**Run 1: congestion heat map**

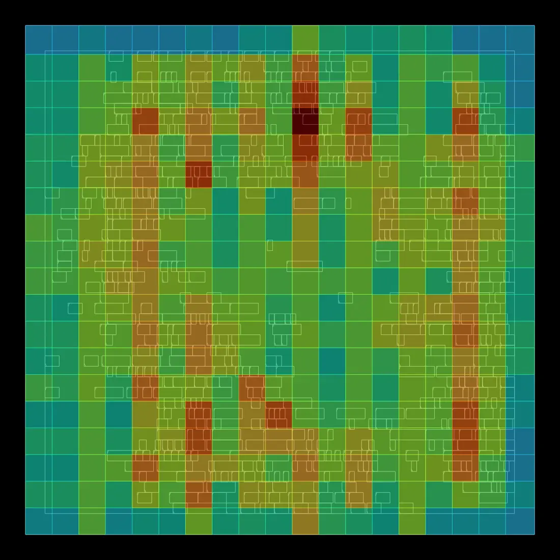
**Run 1: pin placement**

Scale: 4 px per micron. Pins as bars across the die edge, other pins in gray.
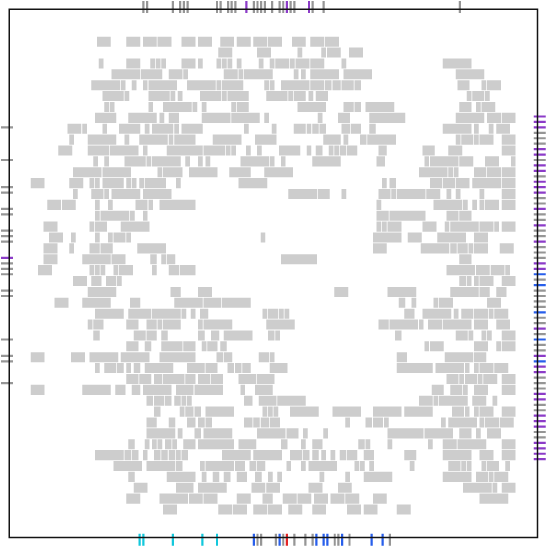
**Run 1: zoomed window**

Window x 53 to 78, y 27 to 52 microns. Cells in gray, sequential cells in the stronger gray; small squares are vias.
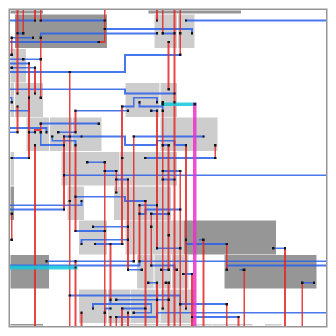
File: config.mk
export PLATFORM = sky130hd
export DESIGN_NAME = reg_dump_sequencer_flat
export DESIGN_NICKNAME = d
export VERILOG_FILES = /design/src/rtl/reg_dump_sequencer_if.sv /design/src/rtl/reg_dump_sequencer.sv /design/src/flat_wrapper.sv
export SDC_FILE = /design/constraint.sdc
export NUM_CORES = 1
export LEC_CHECK = 0
export CORE_MARGIN = 5
export CORE_UTILIZATION = 30
export CTS_CLUSTER_SIZE = 16
export DETAILED_ROUTE_END_ITERATION = 6
export PLACE_DENSITY = 0.66
export SYNTH_ARGS = -nofsm -noshare
export SYNTH_HDL_FRONTEND = slang
export SYNTH_SLANG_ARGS = --single-unit
File: constraint.sdc
create_clock -name clk -period 4.58 [get_ports clk]
set_input_delay 0.916 -clock clk [delete_from_list [all_inputs] [get_ports clk]]
set_output_delay 0.916 -clock clk [all_outputs]
set_load 0.01 [all_outputs]
File: src/rtl/reg_dump_sequencer_if.sv
// Bundle between reg_dump_sequencer and its neighbours: core start/done handshake,
// register-file debug read port, CPU text-buffer store and the ascii write port.
interface reg_dump_sequencer_if #(
  parameter int unsigned WORD_SIZE = 32,
  parameter int unsigned ADDR_W    = 13
);
  logic                 start;
  logic                 busy;
  logic                 done;
  logic [4:0]           debug_reg;
  logic [WORD_SIZE-1:0] debug_reg_out;
  logic                 cpu_write_en;
  logic [ADDR_W-1:0]    cpu_write_address;
  logic [WORD_SIZE-1:0] cpu_write_data;
  logic                 ascii_write_en;
  logic [ADDR_W-1:0]    ascii_write_address;
  logic [WORD_SIZE-1:0] ascii_input;

  modport master (
    input  start, debug_reg_out, cpu_write_en, cpu_write_address, cpu_write_data,
    output busy, done, debug_reg, ascii_write_en, ascii_write_address, ascii_input
  );

  modport slave (
    output start, debug_reg_out, cpu_write_en, cpu_write_address, cpu_write_data,
    input  busy, done, debug_reg, ascii_write_en, ascii_write_address, ascii_input
  );
endinterface

File: src/rtl/reg_dump_sequencer.sv
// Dumps every register as 8 uppercase hex digits, one row each, into the ascii text buffer.
// Optional REG_DUMP_LABEL_EN prefixes each row with "xNN: ".
module reg_dump_sequencer #(
  parameter int unsigned WORD_SIZE = 32,
  parameter int unsigned NUM_REGS  = 32,
  parameter int unsigned COLS      = 80,
  parameter int unsigned ADDR_W    = 13,
  parameter int unsigned BASE_ROW  = 0
) (
  input logic                  clk,
  input logic                  rst,
  reg_dump_sequencer_if.master bus
);

  localparam int unsigned IDX_W = 5;
  localparam int unsigned COL_W = 4;
`ifdef REG_DUMP_LABEL_EN
  localparam int unsigned LABEL_LEN = 5;
`else
  localparam int unsigned LABEL_LEN = 0;
`endif
  localparam int unsigned LAST_COL = LABEL_LEN + 7;

  typedef enum logic [2:0] {
    S_IDLE, S_SET_REG, S_WAIT_REG, S_LATCH, S_EMIT, S_DONE
  } state_t;

  state_t               state_q, state_d;
  logic [IDX_W-1:0]     idx_q, idx_d;
  logic [COL_W-1:0]     col_q, col_d;
  logic [WORD_SIZE-1:0] shift_q, shift_d;
  logic                 busy_q, busy_d;
  logic                 done_q, done_d;
  logic [IDX_W-1:0]     debug_reg_q, debug_reg_d;
  logic                 wr_en_q, wr_en_d;
  logic [ADDR_W-1:0]    wr_addr_q, wr_addr_d;
  logic [WORD_SIZE-1:0] wr_data_q, wr_data_d;

  logic [3:0]           nib_c;
  logic [7:0]           hex_char_c;
  logic [7:0]           char_c;
  logic                 shift_en_c;
  logic [ADDR_W-1:0]    addr_c;

  assign nib_c      = shift_q[WORD_SIZE-1 -: 4];
  assign hex_char_c = (nib_c < 4'd10) ? (8'h30 + 8'(nib_c)) : (8'h37 + 8'(nib_c));
  assign addr_c     = ADDR_W'((32'(BASE_ROW) + 32'(idx_q)) * 32'(COLS) + 32'(col_q));

  // Character for the current column; the shift register only advances on hex columns
`ifdef REG_DUMP_LABEL_EN
  always_comb begin
    char_c     = hex_char_c;
    shift_en_c = 1'b0;
    case (col_q)
      4'd0:    char_c = 8'h78;
      4'd1:    char_c = 8'h30 + 8'(idx_q / 5'd10);
      4'd2:    char_c = 8'h30 + 8'(idx_q % 5'd10);
      4'd3:    char_c = 8'h3A;
      4'd4:    char_c = 8'h20;
      default: shift_en_c = 1'b1;
    endcase
  end
`else
  assign char_c     = hex_char_c;
  assign shift_en_c = 1'b1;
`endif

  always_ff @(posedge clk) begin
    if (rst) begin
      state_q     <= S_IDLE;
      idx_q       <= '0;
      col_q       <= '0;
      shift_q     <= '0;
      busy_q      <= 1'b0;
      done_q      <= 1'b0;
      debug_reg_q <= '0;
      wr_en_q     <= 1'b0;
      wr_addr_q   <= '0;
      wr_data_q   <= '0;
    end else begin
      state_q     <= state_d;
      idx_q       <= idx_d;
      col_q       <= col_d;
      shift_q     <= shift_d;
      busy_q      <= busy_d;
      done_q      <= done_d;
      debug_reg_q <= debug_reg_d;
      wr_en_q     <= wr_en_d;
      wr_addr_q   <= wr_addr_d;
      wr_data_q   <= wr_data_d;
    end
  end

  // CPU store wins the write port every cycle; the dump only advances in EMIT when it is idle
  always_comb begin
    state_d     = state_q;
    idx_d       = idx_q;
    col_d       = col_q;
    shift_d     = shift_q;
    busy_d      = busy_q;
    done_d      = 1'b0;
    debug_reg_d = debug_reg_q;
    wr_en_d     = 1'b0;
    wr_addr_d   = wr_addr_q;
    wr_data_d   = wr_data_q;

    if (bus.cpu_write_en) begin
      wr_en_d   = 1'b1;
      wr_addr_d = bus.cpu_write_address;
      wr_data_d = bus.cpu_write_data;
    end

    case (state_q)
      S_IDLE: begin
        if (bus.start) begin
          state_d = S_SET_REG;
          idx_d   = '0;
          busy_d  = 1'b1;
        end
      end
      S_SET_REG: begin
        debug_reg_d = idx_q;
        state_d     = S_WAIT_REG;
      end
      S_WAIT_REG: state_d = S_LATCH;
      S_LATCH: begin
        shift_d = bus.debug_reg_out;
        col_d   = '0;
        state_d = S_EMIT;
      end
      S_EMIT: begin
        if (!bus.cpu_write_en) begin
          wr_en_d   = 1'b1;
          wr_addr_d = addr_c;
          wr_data_d = {char_c, {(WORD_SIZE-8){1'b1}}};
          if (shift_en_c) shift_d = {shift_q[WORD_SIZE-5:0], 4'h0};
          if (col_q == COL_W'(LAST_COL)) begin
            if (idx_q == IDX_W'(NUM_REGS - 1)) begin
              state_d = S_DONE;
            end else begin
              idx_d   = idx_q + 1'b1;
              state_d = S_SET_REG;
            end
          end else begin
            col_d = col_q + 1'b1;
          end
        end
      end
      S_DONE: begin
        done_d  = 1'b1;
        busy_d  = 1'b0;
        state_d = S_IDLE;
      end
      default: state_d = S_IDLE;
    endcase
  end

  assign bus.busy                = busy_q;
  assign bus.done                = done_q;
  assign bus.debug_reg           = debug_reg_q;
  assign bus.ascii_write_en      = wr_en_q;
  assign bus.ascii_write_address = wr_addr_q;
  assign bus.ascii_input         = wr_data_q;

endmodule

File: src/flat_wrapper.sv
// flat-port wrapper written by rule: the top's interface ports become plain ports
module reg_dump_sequencer_flat 
#(
  parameter int unsigned WORD_SIZE = 32,
  parameter int unsigned NUM_REGS  = 32,
  parameter int unsigned COLS      = 80,
  parameter int unsigned ADDR_W    = 13,
  parameter int unsigned BASE_ROW  = 0
)
  (clk, rst, bus_start, bus_debug_reg_out, bus_cpu_write_en, bus_cpu_write_address, bus_cpu_write_data, bus_busy, bus_done, bus_debug_reg, bus_ascii_write_en, bus_ascii_write_address, bus_ascii_input);
  reg_dump_sequencer_if #(.WORD_SIZE(WORD_SIZE), .ADDR_W(ADDR_W)) bus_i ();
  input logic clk;
  input logic rst;
  input wire logic [$bits(bus_i.start)-1:0] bus_start;
  input wire logic [$bits(bus_i.debug_reg_out)-1:0] bus_debug_reg_out;
  input wire logic [$bits(bus_i.cpu_write_en)-1:0] bus_cpu_write_en;
  input wire logic [$bits(bus_i.cpu_write_address)-1:0] bus_cpu_write_address;
  input wire logic [$bits(bus_i.cpu_write_data)-1:0] bus_cpu_write_data;
  output wire logic [$bits(bus_i.busy)-1:0] bus_busy;
  output wire logic [$bits(bus_i.done)-1:0] bus_done;
  output wire logic [$bits(bus_i.debug_reg)-1:0] bus_debug_reg;
  output wire logic [$bits(bus_i.ascii_write_en)-1:0] bus_ascii_write_en;
  output wire logic [$bits(bus_i.ascii_write_address)-1:0] bus_ascii_write_address;
  output wire logic [$bits(bus_i.ascii_input)-1:0] bus_ascii_input;
  assign bus_i.start = bus_start;
  assign bus_i.debug_reg_out = bus_debug_reg_out;
  assign bus_i.cpu_write_en = bus_cpu_write_en;
  assign bus_i.cpu_write_address = bus_cpu_write_address;
  assign bus_i.cpu_write_data = bus_cpu_write_data;
  assign bus_busy = bus_i.busy;
  assign bus_done = bus_i.done;
  assign bus_debug_reg = bus_i.debug_reg;
  assign bus_ascii_write_en = bus_i.ascii_write_en;
  assign bus_ascii_write_address = bus_i.ascii_write_address;
  assign bus_ascii_input = bus_i.ascii_input;
  reg_dump_sequencer #(.WORD_SIZE(WORD_SIZE), .NUM_REGS(NUM_REGS), .COLS(COLS), .ADDR_W(ADDR_W), .BASE_ROW(BASE_ROW)) u_core (.clk(clk), .rst(rst), .bus(bus_i));
endmodule
==> CHANGELOG.md, run 1 <==
### Physical design

- Status: completed
- FF-to-FF End: u_core.shift_q[31]
- Cell count along the critical path: 5
- R2r setup slk: ~1.9 ns
- Comb power frac: 16.3%
- Top cell excl fill/tap: clkdlybuf4s50_1
- Worst-margin pin slew: about 1.1 ns
- CP arrival: 2.90 ns
- Comb area share: 35.83%
- Wirelength per Cell: 14.64 microns
- Comb gates: ~350
- Critical path cell sequence: or3b_2, o21ai_4, buf_4, nor2_1, a311oi_1
- CP Capture Type: register
- Worst Reg2Reg Path Length in Cells: 5
- Critical-path top delay cell: o21ai_4
- Post-synth EDFFs: 0
- Synth Instances: between 500 and 600
- TNS Setup: 0 ns
- Int Power: 1445 uW
- Yosys cell types: 48
- Core Region: around 15000 sq um
- Worst-path clk slew: about 0.060 ns
- Initial antenna violation count: 0
- Post-Syn Area: 4442 sq um
- Hold Path Origin: u_core.bus.debug_reg[2]
- Static Leakage: 0.002268 uW
- CTS max path bufs: 2
- Die width: ~130 microns
- Met1 Routed Length: between 5 and 6 mm
- Synth cell count leaders: dfxtp_1 (97), nand2_1 (97), nor2_1 (71), inv_1 (33), a21oi_1 (30)
- Maximum fanout along the worst path: 29
- Post-synth seq share: 43.72%
- Fin cells: a little over 800
- Yosys aoi share: between 20% and 30%
- First drt pass iteration count: 4
- Synth Area in XOR/XNOR: less than 1%
- Hpwl dp: 8.335 mm
- Final Hold Vio Count: 0
- Top pwr grp: registers
- Vias per std cell: about 5
- Routed Antenna Nets: 0
- Share of the synthesized area in the top cell type: a little over two fifths
- Largest net degree at the start of global routing: approximately 99
- Setup violators final: 0
- CTS tree: yes
- Non-clk buf share: between 20 and 25%
- Clock buffer count from CTS: 9
- Share of layout cells above drive strength 1: 7.378%
- Switch share: 25.29%
- Floorplan utilization: 30.56%
- PwrDens: between 300 and 400 nW/um^2
- Routed wire length: around 12 mm
- Synth Warn #: 0
- Largest delay share family, worst path: AND-OR/OR-AND gates
- Fa+ha+maj area frac: under 10%
- Hold Buf Count CTS: 0
- N_taps: 184
- Clkbuf count: 12
- Post-route minimum period: 2.664 ns
- WHS Endpoint: u_core.bus.debug_reg[2]
- Flip-flops: 97
- Ys flop type: dfxtp_1
- P_sw: about 490 uW
- Syn nets: roughly 620
- Hold crit path type: register to register
- Fillcell total: roughly 1400
- Register Area: 1942 sq um
- DR iter-0 viols: around 220
- RD Place Congestion: roughly 0.8
- CP endpoint: u_core.shift_q[31]
- IO buf count: roughly 130
- Post-place setup slack: ~1.8 ns
- Top Layer Used: met4
- Worst Path Buf+Inv: 1
- First-pass GRT wire length: roughly 20 mm
- DP Cell Count: about 800
- CP peak stage delay: slightly above 0.6 ns
- Critical path launch point: u_core.state_q[2]
- Reg power frac: 48.2%
- Final Skew: just over 0.008 ns
- Max-slew headroom: between 20% and 30%
- Layout clock area frac: ~4.3%
- Area growth from synthesis to layout: 37.58%
- Mux area share: less than 1%
- Row Count: around 44
- RSZ-0062 raised after global routing: no
- Met2 wire len: approximately 5.3 mm
Back to the opening pictures, 'congestion heat map':
Final Util: 42.05%
met1 GRT Util: 18.33%
Tot GR Track Use: 13.80%
grt met3 use: 3.899%

Back to the opening pictures, 'pin placement':
| color | port | pins | direction | edge |
|---|---|---|---|---|
| purple | bus_ascii_input | 32 | output | 28 east, 3 north, 1 west |
| blue | bus_ascii_write_address | 13 | output | 8 south, 5 east |
| red | bus_ascii_write_en | 1 | output | south |
| cyan | bus_debug_reg | 5 | output | south |
all pins by edge: 64 east, 26 north, 25 south, 19 west

Back to the opening pictures, 'zoomed window':
| color | layer |
|---|---|
| blue | M1 |
| red | M2 |
| cyan | M3 |
| magenta | M4 |
sequential cells in the window: 3
cells with their middle in the window: 26
most frequent: ha_1 (5)
netlist names of flops here include: u_core.bus.ascii_write_address (2), u_core.col_q (1)

==> run 1 -> run 2 <==
clock period = 2.5 ns   (was 4.58 ns; I/O delays follow)
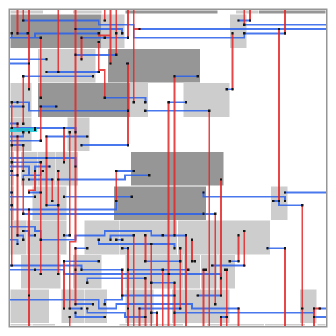
**Above:** run 2 (zoomed window).
Window x 53 to 78, y 27 to 52 microns. Cells in gray, sequential cells in the stronger gray; small squares are vias.
| color | layer |
|---|---|
| cyan | M3 |
| red | M2 |
| blue | M1 |
cells with their middle in the window: 33
most frequent: dfxtp_1 (5), inv_1 (4), nand2_1 (4)
sequential cells in the window: 5
netlist names of flops here include: u_core.idx_q (4), u_core.col_q (1)

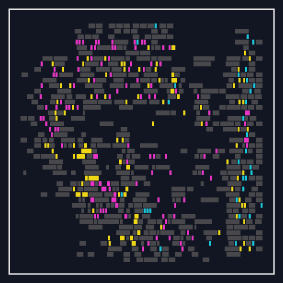
**Above:** run 2 (selected gate families).
Scale: 2 px per micron.
| color | family | cells |
|---|---|---|
| cyan | inv cells | 33 |
| magenta | nand cells | 109 |
| yellow | nor cells | 93 |

==> CHANGELOG.md, run 2 <==
### Physical design

- Mux area share: 0.4789% (unchanged)
- IO buf count: 133 (unchanged)
- Int Power: 2859 uW (was 1445 uW)
- Clkbuf count: 12 (unchanged)
- Top pwr grp: registers (unchanged)
- Post-place setup slack: 0.4770 ns (was 1.813 ns)
- Post-synth EDFFs: 0 (unchanged)
- Comb power frac: 15.7% (was 16.3%)
- Hold crit path type: register to register (unchanged)
- Static Leakage: 0.002321 uW (was 0.002268 uW)
- Syn nets: 620 (unchanged)
- CTS max path bufs: 2 (unchanged)
- Routed wire length: 11.78 mm (was 12.02 mm)
- PwrDens: 601.5 nW/um^2 (was 316.5 nW/um^2)
- Row Count: 44 (unchanged)
- Met2 wire len: 5.358 mm (was 5.308 mm)
- WHS Endpoint: u_core.shift_q[29] (was u_core.bus.debug_reg[2])
- Hold Buf Count CTS: 0 (unchanged)
- Hpwl dp: 8.437 mm (was 8.335 mm)
- Post-Syn Area: 4442 sq um (unchanged)
- P_sw: 881.5 uW (was 489.1 uW)
- FF-to-FF End: u_core.idx_q[2] (was u_core.shift_q[31])
- Vias per std cell: 4.937 (was 4.914)
- Synth Area in XOR/XNOR: 0.9859% (unchanged)
- First drt pass iteration count: 4 (unchanged)
- Layout clock area frac: 5.010% (was 4.320%)
- Initial antenna violation count: 0 (unchanged)
- Max-slew headroom: 47.91% (was 25.32%)
- R2r setup slk: 0.46 ns (was 1.92 ns)
- Reg power frac: 45.6% (was 48.2%)
- Worst-margin pin slew: 0.7705 ns (was 1.120 ns)
- CP Capture Type: register (unchanged)
- Fin cells: 824 (was 821)
- Yosys cell types: 48 (unchanged)
- Critical path launch point: u_core.idx_q[0] (was u_core.state_q[2])
- Synth cell count leaders: dfxtp_1 (97), nand2_1 (97), nor2_1 (71), inv_1 (33), a21oi_1 (30) (unchanged)
- Fillcell total: 1429 (was 1416)
- Die width: 131.7 microns (unchanged)
- Post-route minimum period: 2.038 ns (was 2.664 ns)
- Comb area share: 35.21% (was 35.83%)
- Final Hold Vio Count: 0 (unchanged)
- Synth Instances: 528 (unchanged)
- Share of the synthesized area in the top cell type: 43.72% (unchanged)
- RSZ-0062 raised after global routing: no (unchanged)
- Critical-path top delay cell: nor4b_2 (was o21ai_4)
- Top cell excl fill/tap: clkdlybuf4s50_1 (unchanged)
- Worst-path clk slew: 0.06 ns (about the same)
- Final Util: 42.79% (was 42.05%)
- Tot GR Track Use: 13.45% (was 13.80%)
- Share of layout cells above drive strength 1: 7.813% (was 7.378%)
- Largest net degree at the start of global routing: 73 (was 99)
- Status: completed (unchanged)
- Routed Antenna Nets: 0 (unchanged)
- Yosys aoi share: 22.96% (unchanged)
- Hold Path Origin: u_core.shift_q[25] (was u_core.bus.debug_reg[2])
- DR iter-0 viols: 181 (was 223)
- Final Skew: 0.003966 ns (was 0.008208 ns)
- RD Place Congestion: 0.7561 (was 0.7896)
- TNS Setup: 0 ns (unchanged)
- Floorplan utilization: 30.56% (unchanged)
- Met1 GRT Util: 17.13% (was 18.33%)
- First-pass GRT wire length: 19.82 mm (was 20.01 mm)
- Largest delay share family, worst path: simple AND/OR/NAND/NOR gates (was AND-OR/OR-AND gates)
- Met1 Routed Length: 5.504 mm (was 5.781 mm)
- Maximum fanout along the worst path: 6 (was 29)
- Switch share: 23.57% (was 25.29%)
- Worst Reg2Reg Path Length in Cells: 7 (was 5)
- Flip-flops: 97 (unchanged)
- Cell count along the critical path: 7 (was 5)
- Critical path cell sequence: ha_1, and3_1, ha_1, nor4b_2, nand3_1, xor2_1, nor3_1 (was or3b_2, o21ai_4, buf_4, nor2_1, a311oi_1)
- Synth Warn #: 0 (unchanged)
==> run 2 -> run 3 <==
PLACE_DENSITY = 0.68   (was 0.66)
clock period = 1.8 ns   (was 2.5 ns; I/O delays follow)
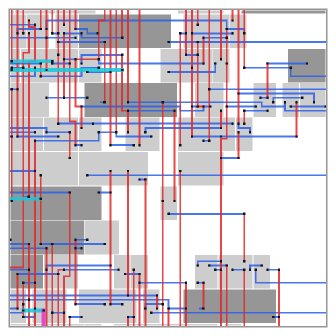
**Above:** run 3 (zoomed window).
Window x 53 to 78, y 27 to 52 microns. Cells in gray, sequential cells in the stronger gray; small squares are vias.
| color | layer |
|---|---|
| magenta | M4 |
| blue | M1 |
| cyan | M3 |
| red | M2 |
netlist names of flops here include: u_core.col_q (2), u_core.idx_q (2)
most frequent: nand2_1 (5), dfxtp_1 (5)
sequential cells in the window: 5
cells with their middle in the window: 37

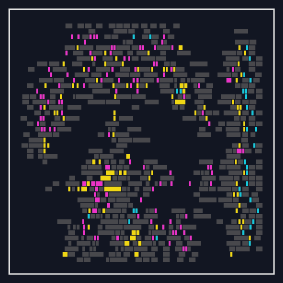
**Above:** run 3 (selected gate families).
Scale: 2 px per micron.
| color | family | cells |
|---|---|---|
| yellow | nor cells | 93 |
| magenta | nand cells | 109 |
| cyan | inv cells | 33 |

==> CHANGELOG.md, run 3 <==
### Physical design

- First-pass GRT wire length: 20.42 mm (was 19.82 mm)
- Status: completed (unchanged)
- Initial antenna violation count: 0 (unchanged)
- Largest delay share family, worst path: adder cells (was simple AND/OR/NAND/NOR gates)
- Post-route minimum period: 1.791 ns (was 2.038 ns)
- Int Power: 3946 uW (was 2859 uW)
- Number of setup buffers added after CTS: 0 (unchanged)
- Top Layer Used: met4 (unchanged)
- Syn nets: 620 (unchanged)
- Clkbuf count: 14 (was 12)
- Hold depth: 2 (unchanged)
- Hpwl dp: 8.675 mm (was 8.437 mm)
- Synth Instances: 528 (unchanged)
- Top pwr grp: registers (unchanged)
- Cell count along the critical path: 7 (unchanged)
- Core Region: 14530 sq um (unchanged)
- Floorplan utilization: 30.56% (unchanged)
- Critical path cell sequence: buf_4, ha_2, ha_4, inv_2, fa_2, a211o_1, a21oi_1 (was ha_1, and3_1, ha_1, nor4b_2, nand3_1, xor2_1, nor3_1)
- CP Capture Type: register (unchanged)
- Share of layout cells above drive strength 1: 12.77% (was 7.813%)
- Post-place setup slack: -0.01503 ns (was 0.4770 ns)
- FF-to-FF End: u_core.bus.ascii_write_address[8] (was u_core.idx_q[2])
- Comb gates: 354 (unchanged)
- IO buf count: 133 (unchanged)
- WHS Endpoint: u_core.bus.ascii_input[31] (was u_core.shift_q[29])
- Met1 Routed Length: 5.657 mm (was 5.504 mm)
- Final Skew: 0.005917 ns (was 0.003966 ns)
- Largest net degree at the start of global routing: 73 (unchanged)
- Num ports: 134 (unchanged)
- Flip-flops: 97 (unchanged)
- Hold Buf Count CTS: 0 (unchanged)
- Static Leakage: 0.002411 uW (was 0.002321 uW)
- DP Area: 6050 sq um (was 5907 sq um)
- Hold crit path type: input port to register (was register to register)
- Hold Path Origin: rst (was u_core.shift_q[25])
- Max-Cap Viols: 0 (unchanged)
- RSZ-0062 raised after global routing: yes (was no)
- P_sw: 1276 uW (was 881.5 uW)
- CP arrival: 2.07 ns (was 2.29 ns)
- Worst Reg2Reg Path Length in Cells: 7 (unchanged)
- Register Area: 1951 sq um (was 1942 sq um)
- TNS Setup: 0 ns (unchanged)
- Wirelength per Cell: 14.96 microns (was 14.30 microns)
- Routing usage on met2: 22.88% (was 21.84%)
- MI comb area: 2278 sq um (was 2190 sq um)
- Share of the synthesized area in the top cell type: 43.72% (unchanged)
- Leading cell kind: combinational gates (unchanged)
- Clock buffer count from CTS: 9 (unchanged)
- Post-synth EDFFs: 0 (unchanged)
- CTS tree: yes (unchanged)
- Yosys cell count: 528 (unchanged)
- Vias in the first global route: 4149 (was 4039)
- Maximum fanout along the worst path: 3 (was 6)
- Area growth from synthesis to layout: 46.34% (was 40.00%)
- Htree depth: 3 (unchanged)
- Worst-path clk slew: 0.07 ns (was 0.06 ns)
- Grt met3 use: 3.823% (was 3.440%)
- Final Hold Vio Count: 0 (unchanged)
- Sequential power: 2350 uW (was 1710 uW)
- Final slew viol count: 0 (unchanged)
- Clk pwr: 1990 uW (was 1450 uW)
- Fillcell total: 1370 (was 1429)
- Final Util: 44.72% (was 42.79%)
- Worst-margin pin slew: 0.4057 ns (was 0.7705 ns)
- Setup CP Type: register to register (unchanged)
- Worst Path Required: 2.07 ns (was 2.76 ns)
- Post-Layout Inst Area: 6500 sq um (was 6218 sq um)
- Clk Latency, worst-skew pair: 0.34 ns (about the same)
- Clock Power Share: 38.0% (was 38.7%)
- CP endpoint: u_core.bus.ascii_write_address[8] (was u_core.idx_q[2])
- Synth cell count leaders: dfxtp_1 (97), nand2_1 (97), nor2_1 (71), inv_1 (33), a21oi_1 (30) (unchanged)
- Yosys cell types: 48 (unchanged)
- Mux area share: 0.4789% (unchanged)
- First drt pass iteration count: 4 (unchanged)
- Post-Syn Area: 4442 sq um (unchanged)
- Remaining Overflow, GRT: 0 (unchanged)
- Seq/total area: 30.01% (was 31.23%)
- Die width: 131.7 microns (unchanged)
- Top cell excl fill/tap: clkdlybuf4s50_1 (unchanged)
- Die Ht: 131.7 microns (unchanged)
- CP peak stage delay: 0.41 ns (was 0.48 ns)
- Routed Antenna Nets: 0 (unchanged)
- Final nets: 745 (was 728)
- Critical path launch point: u_core.idx_q[0] (unchanged)
- R2r setup slk: 0.009 ns (was 0.46 ns)
- Fin cells: 842 (was 824)
- Ys flop type: dfxtp_1 (unchanged)
- Worst Path Buf+Inv: 2 (was 0)
- Tot GR Track Use: 14.03% (was 13.45%)
- Post-synth seq share: 43.72% (unchanged)
- Simple-Gate Area Share: 21.32% (unchanged)
- Non-clk buf share: 24.74% (was 22.86%)
- Reg power frac: 45.0% (was 45.6%)
- Switch share: 24.44% (was 23.57%)
- Comb power frac: 17.0% (was 15.7%)
- Layout clock area frac: 4.755% (was 5.010%)
- RD Place Congestion: 0.8293 (was 0.7561)
- Power Total: 5223 uW (was 3740 uW)
- Synth Warn #: 0 (unchanged)
- CTS max path bufs: 2 (unchanged)
- DRC: 0 (unchanged)
- Routed wire length: 12.60 mm (was 11.78 mm)
- Yosys aoi share: 22.96% (unchanged)
- Met1 GRT Util: 17.37% (was 17.13%)
- Synth area leader: dfxtp_1 (unchanged)
- Comb area share: 35.05% (was 35.21%)
- PwrDens: 803.5 nW/um^2 (was 601.5 nW/um^2)
- Critical-path top delay cell: fa_2 (was nor4b_2)
- Yosys reg bits: 97 (unchanged)
- Max-slew headroom: 72.95% (was 47.91%)
- Synthesized area per cell: 8.412 sq um (unchanged)
- Fa+ha+maj area frac: 3.268% (unchanged)
- Gr busiest metal: met2 (unchanged)
- Synth Area in XOR/XNOR: 0.9859% (unchanged)
- DP Cell Count: 823 (was 809)
- Fmax: 558.3 MHz (was 490.7 MHz)
- Vias per std cell: 4.975 (was 4.937)
- N_taps: 184 (unchanged)
- DR iter-0 viols: 221 (was 181)
- Top Layout Cells: clkdlybuf4s50_1 (131), nand2_1 (97), dfxtp_1 (94) (was clkdlybuf4s50_1 (131), nand2_1 (97), dfxtp_1 (97))
- Largest logic family: AND-OR/OR-AND gates (unchanged)
- Clock sink count: 97 (unchanged)
- Row Count: 44 (unchanged)
- Setup violators final: 0 (unchanged)
- Met2 wire len: 5.936 mm (was 5.358 mm)
No activity file was given, so power comes from the tool's default toggle rates.
